**src/rtl/irq_ctrl_pkg.sv**
```systemverilog
// irq_ctrl_pkg: register map and FSM state encoding shared by the interrupt controller
package irq_ctrl_pkg;

    localparam logic [1:0] ADDR_PENDING = 2'd0;
    localparam logic [1:0] ADDR_ENABLE  = 2'd1;
    localparam logic [1:0] ADDR_STATUS  = 2'd2;
    localparam logic [1:0] ADDR_SWTRIG  = 2'd3;

    typedef enum logic [1:0] {
        IDLE = 2'd0,
        REQ  = 2'd1,
        GAP  = 2'd2
    } state_t;

endpackage

```
**src/rtl/irq_prio_enc.sv**
```systemverilog
// irq_prio_enc: fixed-priority encoder, lowest request index wins, vector is index+1 (0 means none)
module irq_prio_enc #(
    parameter int NSRC = 8
) (
    input  logic [NSRC-1:0] req,
    output logic            valid,
    output logic [3:0]      vec
);

    // scan from the top down so the lowest set index is the last one written
    always_comb begin
        valid = |req;
        vec   = 4'd0;
        for (int i = NSRC - 1; i >= 0; i--)
            if (req[i]) vec = 4'(i + 1);
    end

endmodule

```
**src/rtl/irq_ctrl.sv**
```systemverilog
// irq_ctrl: edge-triggered interrupt controller with W1C pending, enable mask and fixed-priority vectoring.
// Optional software trigger register at addr 3 is built in when IRQ_CTRL_SWTRIG_EN is defined.
module irq_ctrl
    import irq_ctrl_pkg::*;
#(
    parameter int WIDTH = 18,
    parameter int NSRC  = 8
) (
    input  logic             clk,
    input  logic             resetq,
    input  logic [NSRC-1:0]  src,
    input  logic             wr,
    input  logic [1:0]       addr,
    input  logic [WIDTH-1:0] wdata,
    output logic [WIDTH-1:0] rdata,
    output logic             irq,
    output logic [3:0]       ivec,
    input  logic             iack
);

    state_t          state;
    logic [3:0]      vec;
    logic [3:0]      win_vec;
    logic            win_valid;
    logic            held;
    logic [NSRC-1:0] pending;
    logic [NSRC-1:0] enable;
    logic [NSRC-1:0] prev;
    logic [NSRC-1:0] sel;
    logic [NSRC-1:0] wbits;
    logic [NSRC-1:0] wr_clr;
    logic [NSRC-1:0] ack_clr;
    logic [NSRC-1:0] sw_set;
    logic            unused_wdata;

    assign wbits        = wdata[NSRC-1:0];
    assign unused_wdata = ^wdata[WIDTH-1:NSRC];

    irq_prio_enc #(.NSRC(NSRC)) u_prio (
        .req   (pending & enable),
        .valid (win_valid),
        .vec   (win_vec)
    );

    // one-hot select of the source owning the latched vector
    always_comb begin
        sel = '0;
        for (int i = 0; i < NSRC; i++) sel[i] = (vec == 4'(i + 1));
    end

    assign held    = |(sel & pending & enable);
    assign wr_clr  = (wr && addr == ADDR_PENDING) ? wbits : '0;
    assign ack_clr = (state == REQ && iack) ? sel : '0;

`ifdef IRQ_CTRL_SWTRIG_EN
    assign sw_set = (wr && addr == ADDR_SWTRIG) ? wbits : '0;
`else
    assign sw_set = '0;
`endif

    assign rdata = addr == ADDR_PENDING ? WIDTH'(pending) :
                   addr == ADDR_ENABLE  ? WIDTH'(enable)  :
                   addr == ADDR_STATUS  ? WIDTH'({state, vec}) : '0;

    // edge detect and register state; sets are OR-ed in after clears so a new edge always survives
    always_ff @(posedge clk or negedge resetq) begin
        if (!resetq) begin
            prev    <= '0;
            pending <= '0;
            enable  <= '0;
        end else begin
            prev    <= src;
            pending <= (pending & ~(wr_clr | ack_clr)) | (src & ~prev) | sw_set;
            if (wr && addr == ADDR_ENABLE) enable <= wbits;
        end
    end

    // request handshake: latch a winner, hold it until acked or withdrawn, then a one-cycle gap
    always_ff @(posedge clk or negedge resetq) begin
        if (!resetq) begin
            state <= IDLE;
            vec   <= 4'd0;
            irq   <= 1'b0;
            ivec  <= 4'd0;
        end else begin
            case (state)
                IDLE: if (win_valid) begin
                    state <= REQ;
                    vec   <= win_vec;
                    irq   <= 1'b1;
                    ivec  <= win_vec;
                end
                REQ: if (iack || !held) begin
                    state <= iack ? GAP : IDLE;
                    irq   <= 1'b0;
                    ivec  <= 4'd0;
                end
                default: begin
                    state <= IDLE;
                    irq   <= 1'b0;
                    ivec  <= 4'd0;
                end
            endcase
        end
    end

endmodule
```
**config.mk**
```make
export PLATFORM = sky130hd
export DESIGN_NAME = irq_ctrl
export DESIGN_NICKNAME = d
export VERILOG_FILES = /design/src/rtl/irq_ctrl_pkg.sv /design/src/rtl/irq_prio_enc.sv /design/src/rtl/irq_ctrl.sv
export SDC_FILE = /design/constraint.sdc
export NUM_CORES = 1
export LEC_CHECK = 0
export CORE_MARGIN = 2
export CORE_UTILIZATION = 50
export CTS_CLUSTER_DIAMETER = 30
export CTS_CLUSTER_SIZE = 20
export DETAILED_ROUTE_END_ITERATION = 16
export GPL_TIMING_DRIVEN = 0
export PLACE_DENSITY = 0.85
export SYNTH_ARGS = -nofsm -noshare
export SYNTH_HDL_FRONTEND = slang
export SYNTH_SLANG_ARGS = --single-unit
export TNS_END_PERCENT = 20
```
**constraint.sdc**
```tcl
create_clock -name clk -period 3 [get_ports clk]
set_clock_uncertainty 0.15 [all_clocks]
set_input_delay 0.9 -clock clk [delete_from_list [all_inputs] [get_ports clk]]
set_output_delay 0.9 -clock clk [all_outputs]
set_load 0.005 [all_outputs]
```
Fig. 1: cells by drive strength
Drawn at 6 px/µm.
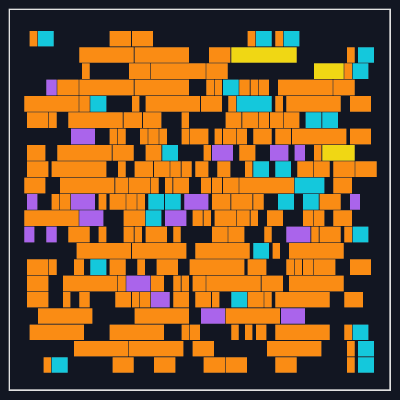
legend:
  orange:
    size: _0 and _1 cells
    cells: 189
    share: 80%
    most_used: dfrtp_1
  yellow:
    size: _6 and larger
    cells: 3
    share: 1.3%
  purple:
    size: _2 cells
    cells: 18
    share: 7.6%
    most_used: mux2_2
  cyan:
    size: _3 and _4 cells
    cells: 27
    share: 11%
    most_used: buf_4
Layout area overhead: 33.00%
Non-Filler Cell Area, Final: 0.002335 mm²

Fig. 2: placement by cell class
Drawn at 8 px/µm.
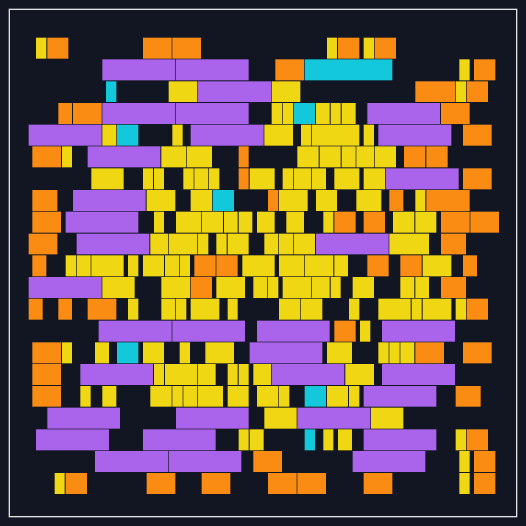
legend:
  yellow:
    class: combinational and other logic
    cells: 136
    share_of_their_area: 38%
  orange:
    class: other buffers and delay cells
    cells: 59
    share_of_their_area: 22%
  purple:
    class: flops
    cells: 34
    share_of_their_area: 37%
  cyan:
    class: clock drivers and dummy loads
    cells: 8
    share_of_their_area: 3.3%
Finished Core Util: 69.42%
core area: 0.003363 mm²
row count: 21

==> out/metrics.yaml <==
outcome:
  status: "finished, final reports clean"
setup_path:
  ff2ff_path_depth: 5
  reg2reg_to: "ivec[1]"
  crit_end: "rdata[4]"
  rr_startpoint: "enable[2]"
  cp_num_buf_inv: 4
  cp-start-kind: "primary input"
  cp-startpoint: "addr[1]"
  r2r_slack_ns: 0.71
  path_cells: "clkdlybuf4s15_1 -> buf_8 -> nor2b_4 -> buf_4 -> nand2_1 -> o21ai_0 -> dlygate4sd2_1"
  crit_required_ns: 1.95
  worstSetupPathDepth: 7
  worst_setup_path_end_kind: "output port"
  critPathTopFamily: "buffers and inverters"
  max_stage_delay_ns: 0.25
  path_class: "in -> out"
cts:
  worstSkewPairLatency_ns: 0.34
  clock_sinks: 34
  cts_tree: "done"
  cts_made_buffers: 5
  clk_pin_slew_worst_paths_ns: 0.09
  ctsHoldBuffers: 0
  ctsRootBufferMaster: "clkbuf_4"
place:
  portBuffers: 34
  dpl_cell_area_mm2: 0.002182
  dpl.hpwl_mm: 2.852
  gp_congestion: 0.8752
  post-place-ws_ns: -1.011
  placed_cells: 265
power_and_ir_drop:
  power_sequential_mw: 0.679
  p_sw_mw: 0.5711
  ir_drop_v: 0.0004779
  comb_power_share_pct: 37.1
  power.group.top: "sequential cells"
  pwr-share-clk_pct: 20.3
  swShare_pct: 35.78
  pg_comb_mw: 0.592
  powerDensity_mw_per_mm2: 683.7
  p_int_mw: 1.025
  total_leakage_power_nw: 1.058
sta:
  worst_pin_slew_ns: 1.031
  rsz0062_at_grt: "false"
  max_slew_margin_pct: 31.15
  finalMaxSlewViolations: 0
  setup_violations: 0
  finalCriticalPeriod_ns: 2.958
  finalHoldViolations: 0
  min_period_over_period_pct: 98.60
hold_path:
  hp-start: "prev[7]"
  holdPathStages: 1
job:
  tool_warnings: 36
routing:
  highest_layer: "met4"
  drc: 0
  wl_per_cell_um: 14.43
  drt-initial-drc-count: 107
  met2_length_mm: 1.882
  route.met3.wl_um: 339
global_route:
  grt_first_pass_wirelength_mm: 6.927
  grt_busiest_layer: "met2"
  grt_usage_pct: 22.60
  grt_overflow: 0
  antenna_found_initial: 0
  grt_max_degree: 35
  grtUsageMet1_pct: 30.89
  use_met2_pct: 36.17
floorplan:
  die_w_um: 63.25
  initCoreUtil_pct: 52.19
  io_pins: 55
cells_and_area:
  nets: 268
  mostFrequentLayoutCells: "34 x dfrtp_1, 28 x nand2_1, 23 x clkdlybuf4s50_1"
  final_layout_size_suffix_gt1_share_pct: 20.25
  final_common_cell: "dfrtp_1"
  antennaDiodeCount: 0
yosys:
  ys_warn_count: 0
  ys_ff: 34
  xor_share_pct: 0
  syn_area_per_cell_um2: 9.974
  mux_area_share_pct: 9.694
  netlist_area_mm2: 0.001755
  synthArstFlopShare_pct: 100.0
  yosysTopAreaCellShare_pct: 48.47
  most_common_cell: "dfrtp_1"
  synthCells: 176
  synthFlopType: "dfrtp_1"
  synthAoiAreaFrac_pct: 18.39
  fa_ha_area_share_pct: 0
  yosysChipArea_mm2: 0.001755
Fig. 3: M3 wires
Drawn at 4 px/µm. Cells faint in the background.
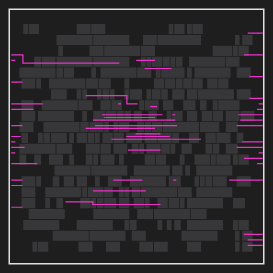
nets with wire on the layer: 46
main direction: horizontal
longest straight run: 23.9 µm
wire length on this layer: 340 µm
GR Util met3: 5.179%
routed vias: 1,539
WL final: 4.083 mm

[repair_timing]
item                                    in CTS  in global routing
hold endpoints to repair                     0                  0
buffers inserted                             9                  0
gates resized                               27                  8
cloned                                       1                  0
endpoints found under the setup margin       8                  7
[layout make-up]
cell class / count / area, µm²
Fill cell: 282 / 1028
Sequential cell: 34 / 850.8
Multi-Input combinational cell: 126 / 818.3
Timing Repair Buffer: 44 / 380.4
Buffer: 15 / 115.1
Tap cell: 46 / 57.56
Clock buffer: 7 / 45.04
Inverter: 10 / 37.54
Clock inverter: 1 / 30.03
[through the flow]
step	total power [mW]	TNS (ns)	hold WS, ns
global route	1.706	0	0.2912
CTS	1.591	0	0.2743
floorplan	1.022	0	0.2496
finish	1.596	0	0.2720
global placement	1.256	-7.679	0.2522
detailed placement	1.268	-8.289	0.2611
Power figures rest on the tool's default switching activity, not on a simulated workload.
